$ cat src/rtl/jump_sequencer.sv
// Jump-game sequencer: charge, flight animation, landing judgement, scoring and lives.
// Optional build macro PERFECT_BONUS_EN: exact-centre landings score 3 and pulse perfect.
module jump_sequencer #(
    parameter int unsigned HALF_WIDTH   = 4,
    parameter int unsigned LIVES        = 3,
    parameter int unsigned RESULT_TICKS = 8
) (
    input  logic       clk,
    input  logic       rst_n,
    input  logic       charge_active,
    input  logic       charge_done,
    input  logic [7:0] jump_dist,
    input  logic [7:0] target_dist,
    input  logic       tick,
    output logic [7:0] bottle_pos,
    output logic [2:0] state,
    output logic       landed,
    output logic       fell,
    output logic       new_target_req,
    output logic       perfect,
    output logic [11:0] score,
    output logic [2:0] lives_left,
    output logic       game_over
);

    localparam int unsigned SCORE_W   = 12;
    localparam int unsigned SCORE_MAX = 4095;
    localparam int unsigned CNT_W     = 8;

    typedef enum logic [2:0] {
        S_IDLE   = 3'd0,
        S_CHARGE = 3'd1,
        S_FLIGHT = 3'd2,
        S_JUDGE  = 3'd3,
        S_RESULT = 3'd4,
        S_OVER   = 3'd5
    } state_t;

    state_t             state_r, state_d;
    logic [7:0]         dist_r, dist_d;
    logic [7:0]         bottle_r, bottle_d;
    logic [SCORE_W-1:0] score_r, score_d;
    logic [2:0]         lives_r, lives_d;
    logic [CNT_W-1:0]   cnt_r, cnt_d;
    logic               landed_r, landed_d;
    logic               fell_r, fell_d;
    logic               ntr_r, ntr_d;
    logic               perfect_r, perfect_d;
    logic               over_r, over_d;

    logic signed [8:0]  diff;
    logic [8:0]         abs_diff;
    logic               hit;
    logic [1:0]         inc;
    logic [SCORE_W:0]   score_sum;
    logic [SCORE_W-1:0] score_sat;

    // Landing judgement: signed distance error and saturating score update.
    always_comb begin
        diff     = $signed({1'b0, dist_r}) - $signed({1'b0, target_dist});
        abs_diff = diff[8] ? 9'(-diff) : 9'(diff);
        hit      = (abs_diff <= 9'(HALF_WIDTH));
`ifdef PERFECT_BONUS_EN
        inc      = (diff == 9'sd0) ? 2'd3 : 2'd1;
`else
        inc      = 2'd1;
`endif
        score_sum = (SCORE_W+1)'(score_r) + (SCORE_W+1)'(inc);
        score_sat = (score_sum > (SCORE_W+1)'(SCORE_MAX)) ? SCORE_W'(SCORE_MAX)
                                                          : score_sum[SCORE_W-1:0];
    end

    // Next-state and registered-output logic.
    always_comb begin
        state_d   = state_r;
        dist_d    = dist_r;
        bottle_d  = bottle_r;
        score_d   = score_r;
        lives_d   = lives_r;
        cnt_d     = cnt_r;
        landed_d  = 1'b0;
        fell_d    = 1'b0;
        ntr_d     = 1'b0;
        perfect_d = 1'b0;

        case (state_r)
            S_IDLE: begin
                if (charge_done) begin
                    dist_d   = jump_dist;
                    bottle_d = 8'd0;
                    state_d  = S_FLIGHT;
                end else if (charge_active) begin
                    state_d = S_CHARGE;
                end
            end
            S_CHARGE: begin
                if (charge_done) begin
                    dist_d   = jump_dist;
                    bottle_d = 8'd0;
                    state_d  = S_FLIGHT;
                end
            end
            S_FLIGHT: begin
                if (bottle_r == dist_r) begin
                    state_d = S_JUDGE;
                end else if (tick) begin
                    bottle_d = bottle_r + 8'd1;
                end
            end
            S_JUDGE: begin
                cnt_d = '0;
                if (hit) begin
                    score_d  = score_sat;
                    landed_d = 1'b1;
                    ntr_d    = 1'b1;
`ifdef PERFECT_BONUS_EN
                    perfect_d = (diff == 9'sd0);
`endif
                    state_d  = S_RESULT;
                end else begin
                    fell_d  = 1'b1;
                    lives_d = lives_r - 3'd1;
                    state_d = (lives_r == 3'd1) ? S_OVER : S_RESULT;
                end
            end
            S_RESULT: begin
                if (tick) begin
                    if (cnt_r == CNT_W'(RESULT_TICKS - 1)) begin
                        cnt_d    = '0;
                        bottle_d = 8'd0;
                        state_d  = S_IDLE;
                    end else begin
                        cnt_d = cnt_r + CNT_W'(1);
                    end
                end
            end
            S_OVER: begin
                if (charge_done) begin
                    score_d  = '0;
                    lives_d  = 3'(LIVES);
                    bottle_d = 8'd0;
                    state_d  = S_IDLE;
                end
            end
            default: state_d = S_IDLE;
        endcase

        over_d = (state_d == S_OVER);
    end

    always_ff @(posedge clk) begin
        if (!rst_n) begin
            state_r   <= S_IDLE;
            dist_r    <= 8'd0;
            bottle_r  <= 8'd0;
            score_r   <= '0;
            lives_r   <= 3'(LIVES);
            cnt_r     <= '0;
            landed_r  <= 1'b0;
            fell_r    <= 1'b0;
            ntr_r     <= 1'b0;
            perfect_r <= 1'b0;
            over_r    <= 1'b0;
        end else begin
            state_r   <= state_d;
            dist_r    <= dist_d;
            bottle_r  <= bottle_d;
            score_r   <= score_d;
            lives_r   <= lives_d;
            cnt_r     <= cnt_d;
            landed_r  <= landed_d;
            fell_r    <= fell_d;
            ntr_r     <= ntr_d;
            perfect_r <= perfect_d;
            over_r    <= over_d;
        end
    end

    assign state          = state_r;
    assign bottle_pos     = bottle_r;
    assign score          = score_r;
    assign lives_left     = lives_r;
    assign landed         = landed_r;
    assign fell           = fell_r;
    assign new_target_req = ntr_r;
    assign perfect        = perfect_r;
    assign game_over      = over_r;

endmodule

$ cat config.mk
export PLATFORM = sky130hd
export DESIGN_NAME = jump_sequencer
export DESIGN_NICKNAME = d
export VERILOG_FILES = /design/src/rtl/jump_sequencer.sv
export SDC_FILE = /design/constraint.sdc
export NUM_CORES = 1
export LEC_CHECK = 0
export ABC_CLOCK_PERIOD_IN_PS = 8050
export CAP_MARGIN = 5
export CORE_MARGIN = 2
export CORE_UTILIZATION = 53
export CTS_CLUSTER_SIZE = 16
export DETAILED_ROUTE_END_ITERATION = 10
export PLACE_DENSITY_LB_ADDON = 0.15
export SYNTH_ARGS = -nofsm -noshare
export SYNTH_HDL_FRONTEND = slang
export SYNTH_SLANG_ARGS = --single-unit
$ cat constraint.sdc
create_clock -name clk -period 8.05 [get_ports clk]
set_input_delay 1.61 -clock clk [delete_from_list [all_inputs] [get_ports clk]]
set_output_delay 1.61 -clock clk [all_outputs]
set_load 0.01 [all_outputs]
Run 1, signal wires on met1:
Scale: 4 px per µm. Cells faint in the background.
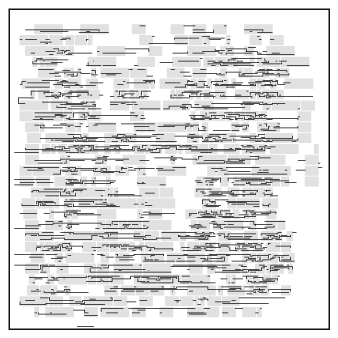
- wire length on this layer: 3070 µm
- share of all routed wire: 47%
- main direction: horizontal
- longest straight run: 20.2 µm
- nets with wire on the layer: 409

Run 1, M2 wires:
Scale: 6 px per µm.
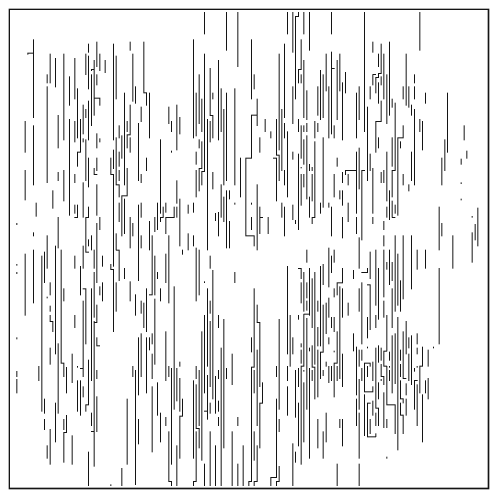
- wire length on this layer: 3170 µm
- share of all routed wire: 48%
- main direction: vertical

==> results.json, run 1 <==
{
  "critical_path_peak_fanout": 18,
  "post_synth_num_cell_types": 68,
  "fa_ha_area_share_pct": 6.44,
  "port-buffer-count": 50,
  "setup-violations-final": 0,
  "crit_required_ns": 8.30,
  "dr.first_iter.drc_count": 97,
  "slew_headroom_pct": 38.8,
  "synth.yosys.seq_area_share_pct": 29.7,
  "post_dp_cell_area_um2": 3560,
  "synth.area.top_cells": "sky130_fd_sc_hd__dfxtp_1 (30%), sky130_fd_sc_hd__ha_1 (5.8%), sky130_fd_sc_hd__xor2_1 (4.6%), sky130_fd_sc_hd__nor2_1 (3.7%), sky130_fd_sc_hd__nand2_1 (3.5%)",
  "mostFrequentLayoutCells": "sky130_fd_sc_hd__clkdlybuf4s50_1 (50), sky130_fd_sc_hd__dfxtp_1 (45), sky130_fd_sc_hd__nor2_1 (30)",
  "ff2ff_path_depth": 13,
  "global_route.usage.total_pct": 21.9,
  "areaGrowthSynthToFinish_pct": 20.4,
  "top_cell_area_share_pct": 29.7,
  "worst_clock_skew_ns": 0.0104,
  "detail_route.vias_per_cell": 5.63,
  "firstDrtPassIters": 5,
  "r2r-end": "score[5]",
  "power.leakage_nw": 1.43,
  "yosys-dominant-comb-family": "simple AND/OR/NAND/NOR gates",
  "run_status": "completed",
  "dp.cells": 476,
  "crit_path_start": "target_dist[0]",
  "yosys.stat.chipArea_um2": 3030,
  "share_seq_of_total_power_pct": 45.9,
  "cts.sinks": 45,
  "floorplanUtilization_pct": 55.0,
  "drt-wirelength-per-cell_um": 13.6,
  "synth_area_per_cell_um2": 8.28,
  "placement_rows": 27
}
Run 1, metal 3:
Scale: 3 px per µm. Cells faint in the background.
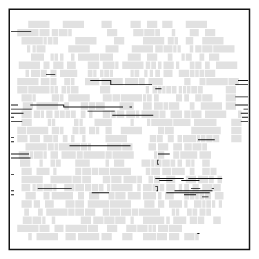
- share of all routed wire: 3.9%
- nets with wire on the layer: 41
met3 global-route usage: 3.96%
vias: 2717
WL final: 6580 µm

==> run 1: cell usage after synthesis, types with 6 or more instances <==
master / number
sky130_fd_sc_hd__a21oi_1: 17
sky130_fd_sc_hd__nand2_1: 28
sky130_fd_sc_hd__o21ai_0: 21
sky130_fd_sc_hd__clkbuf_1: 6
sky130_fd_sc_hd__nand4_1: 12
sky130_fd_sc_hd__and3_1: 7
sky130_fd_sc_hd__inv_1: 23
sky130_fd_sc_hd__xnor2_1: 8
sky130_fd_sc_hd__mux2i_1: 10
sky130_fd_sc_hd__nand3_1: 14
sky130_fd_sc_hd__xor2_1: 16
sky130_fd_sc_hd__nor3_1: 6
sky130_fd_sc_hd__nor2b_1: 13
sky130_fd_sc_hd__dfxtp_1: 45
sky130_fd_sc_hd__ha_1: 14
sky130_fd_sc_hd__nor2_1: 30
==> run 1: layout make-up <==
type | count | area [µm²] | share of cell area, %
sequential | 45 | 901 | 24.7
clock buffer | 6 | 82.6 | 2.26
inverter | 24 | 90.1 | 2.47
tap | 72 | 90.1 | 2.47
clock inverter | 1 | 7.51 | 0.206
multi-input combinational | 285 | 1980 | 54.2
timing repair buffer | 50 | 500 | 13.7
==> run 1: layer usage <==
layer  part of all wire, %  track usage [%]  wire [µm]
met5                     0                0          0
met4                   1.2             5.34         78
met3                   3.9             3.96        255
met2                    48             36.1       3170
met1                    47             29.7       3070
==> run 1: power by group through the flow <==
stage | sequential (mW) | clock (mW) | combinational [mW]
finish | 0.240 | 0.142 | 0.140
global route | 0.241 | 0.155 | 0.154
CTS | 0.240 | 0.146 | 0.140
detailed placement | 0.245 | 0 | 0.139
global placement | 0.245 | 0 | 0.137
floorplan | 0.242 | 0 | 0.106
==> run 1: registers in the layout, summed over array words and instances (netlist names), 3 cells and up <==
signal / count
dist_r: 8
score: 12
state: 3
cnt_r: 8
bottle_pos: 8
lives_left: 3
==> run 1: logic make-up after synthesis <==
| kind of cell | after synthesis |
|---|---|
| AND-OR/OR-AND | 91 |
| other | 1 |
| adder cells (fa/ha/maj) | 15 |
| XOR/XNOR | 25 |
| AND/OR/NAND/NOR | 141 |
| buffers and inverters | 36 |
| flip-flops | 45 |
| multiplexers | 12 |
==> run 1: worst max-delay path: stages <==
cell and delay, ns:
sky130_fd_sc_hd__clkdlybuf4s50_1 0.47, sky130_fd_sc_hd__ha_1 0.15, sky130_fd_sc_hd__inv_1 0.05, sky130_fd_sc_hd__fa_1 0.44, sky130_fd_sc_hd__xor2_1 0.20, sky130_fd_sc_hd__or3_1 0.37, sky130_fd_sc_hd__mux2i_1 0.18, sky130_fd_sc_hd__nand4_1 0.13
sky130_fd_sc_hd__a21oi_2 0.20, sky130_fd_sc_hd__o211ai_4 0.13, sky130_fd_sc_hd__nor3_4 0.50, sky130_fd_sc_hd__o21ai_0 0.15, sky130_fd_sc_hd__a21bo_2 0.21
==> run 1: through the flow <==
step                utilization (%)  hold slack [ns]  worst slack, ns
finish                         66.2            0.517             3.50
global route                   66.2            0.574             3.26
CTS                            66.2            0.519             3.50
detailed placement             64.6            0.508             3.18
global placement               64.6            0.487             3.29
floorplan                         -            0.468             3.96
==> run 2: changes to the inputs <==
Settings changed: ABC_CLOCK_PERIOD_IN_PS 8050 to 4100, CORE_UTILIZATION 53 to 48.
Clock period 8.05 ns to 4.1 ns, I/O delays scaled along.
Run 2, signal wires on met1:
Scale: 4 px per µm. Cells faint in the background.
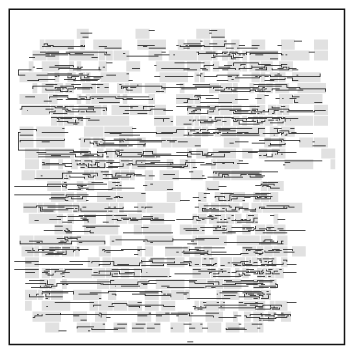
- wire length on this layer: 3120 µm
- main direction: horizontal

==> results.json, run 2 <==
{
  "run_status": "completed",
  "postRouteWirelength_um": 6570,
  "largest_register_ff_count": 12,
  "synthesized_netlist_net_count": 402,
  "synth_area_per_cell_um2": 8.28,
  "port-buffer-count": 50,
  "critical_path_peak_fanout": 8,
  "synthTopCellsByCount": "sky130_fd_sc_hd__dfxtp_1 (45), sky130_fd_sc_hd__nor2_1 (30), sky130_fd_sc_hd__nand2_1 (28)",
  "crit_required_ns": 4.29,
  "placement_rows": 28,
  "synth_dominant_cell_count": "sky130_fd_sc_hd__dfxtp_1",
  "vias": 2732,
  "worst_clock_skew_ns": 0.0142,
  "grt_first_pass_wirelength_um": 11000,
  "timing.critical_path.slowest_stage_cell": "sky130_fd_sc_hd__clkdlybuf4s50_1",
  "dr.first_iter.drc_count": 87,
  "areaGrowthSynthToFinish_pct": 21.8,
  "synth.yosys.seq_area_share_pct": 29.7,
  "ff2ff_path_depth": 12,
  "floorplanUtilization_pct": 50.3,
  "detail_route.vias_per_cell": 5.59,
  "path_cells": "clkdlybuf4s50_1, ha_1, inv_1, fa_1, a21oi_1, o311a_1, o21ai_1, o21ai_0, o211ai_2, nor2_4, a21oi_4, a221o_1",
  "firstDrtPassIters": 4,
  "worst_path_max_stage_delay_ns": 0.48,
  "reg2reg_setup_slack_ns": 0.97,
  "worst_ir_drop_on_vdd_uv": 322,
  "tritoncts": "yes",
  "top_cell_area_share_pct": 29.7,
  "preCtsSetupSlack_ns": 0.107,
  "chipArea_um2": 6960,
  "global_route.usage.total_pct": 18.6,
  "post-route-worst-setup-slack_ns": 0.385,
  "setup-violations-final": 0,
  "r2r-end": "score[8]",
  "crit_buf_inv": 2,
  "cts.sinks": 45,
  "post_synth_num_cell_types": 68,
  "cp_num_cells": 12,
  "cp_top_family": "AND-OR/OR-AND gates",
  "place.gp.congestion": 0.852,
  "share_seq_of_total_power_pct": 43.0,
  "comb_power_share_pct": 25.3,
  "power.leakage_nw": 1.45,
  "synth.area.top_cells": "sky130_fd_sc_hd__dfxtp_1 (30%), sky130_fd_sc_hd__ha_1 (5.8%), sky130_fd_sc_hd__xor2_1 (4.6%), sky130_fd_sc_hd__nor2_1 (3.7%), sky130_fd_sc_hd__nand2_1 (3.5%)"
}
run 2: cell types whose count changed in the layout (fill, tap and decap cells not counted), sizes merged:
cell,previous run,this run
clkbuf,6,5
bufinv,0,1
inv,24,26
buf,0,2
clkinvlp,1,0
run 2: how the worst max path moves through the flow:
| stage | slack [ns] | startpoint | endpoint |
|---|---|---|---|
| final | 0.38 | target_dist[0] | score[8] |
| after global placement | 0.17 | target_dist[0] | score[6] |
| after CTS | 0.43 | target_dist[0] | score[4] |
| after detailed placement | 0.11 | target_dist[0] | score[4] |
| after global routing | 0.24 | target_dist[0] | score[4] |
| after floorplan | 0.80 | target_dist[0] | score[4] |
run 2: kinds of logic after synthesis:
group	synth area share, %
AOI/OAI and AO/OA	22.1
DFF	29.7
buffers and inverters	5.08
xor gates and xnor gates	7.47
adders and majority gates	6.44
and+or+nand+nor	25.0
other	0.124
muxes	4.05
run 2: layout make-up:
class                      instances  area, µm²
fill                             547       2330
clock inverter                     3       47.5
tap                               75       93.8
inverter                          24       90.1
multi-input combinational        285       1980
timing repair buffer              52        515
clock buffer                       5       68.8
sequential                        45        901
run 2: power by group through the flow:
stage	Combinational (mW)	Clock, mW	Sequential (mW)
2_1_floorplan	0.208	0	0.474
3_3_place_gp	0.272	0	0.481
3_5_place_dp	0.275	0	0.481
4_1_cts	0.276	0.355	0.471
5_1_grt	0.304	0.372	0.474
6_report	0.277	0.347	0.471
run 2: per-stage QoR:
stage	hold slack (ns)	cells	utilization, %
after floorplan	0.468	366	-
after global placement	0.491	481	59.3
after detailed placement	0.501	481	59.3
after CTS	0.509	489	61.3
after global routing	0.526	489	61.3
final	0.508	489	61.3
run 2: worst min-delay path: stages, from the launching register on:
cell and delay (ns):
sky130_fd_sc_hd__dfxtp_1 0.34, sky130_fd_sc_hd__o21ai_0 0.07, sky130_fd_sc_hd__a21oi_1 0.06
run 2: layer usage:
metal	global-route usage [%]	up-vias	wire [µm]
met5	0	-	0
met4	4.11	0	82
met3	4.15	8	307
met2	31.2	76	3060
met1	24.6	1248	3120
li1	-	1400	-
Power figures rest on the tool's default switching activity, not on a simulated workload.
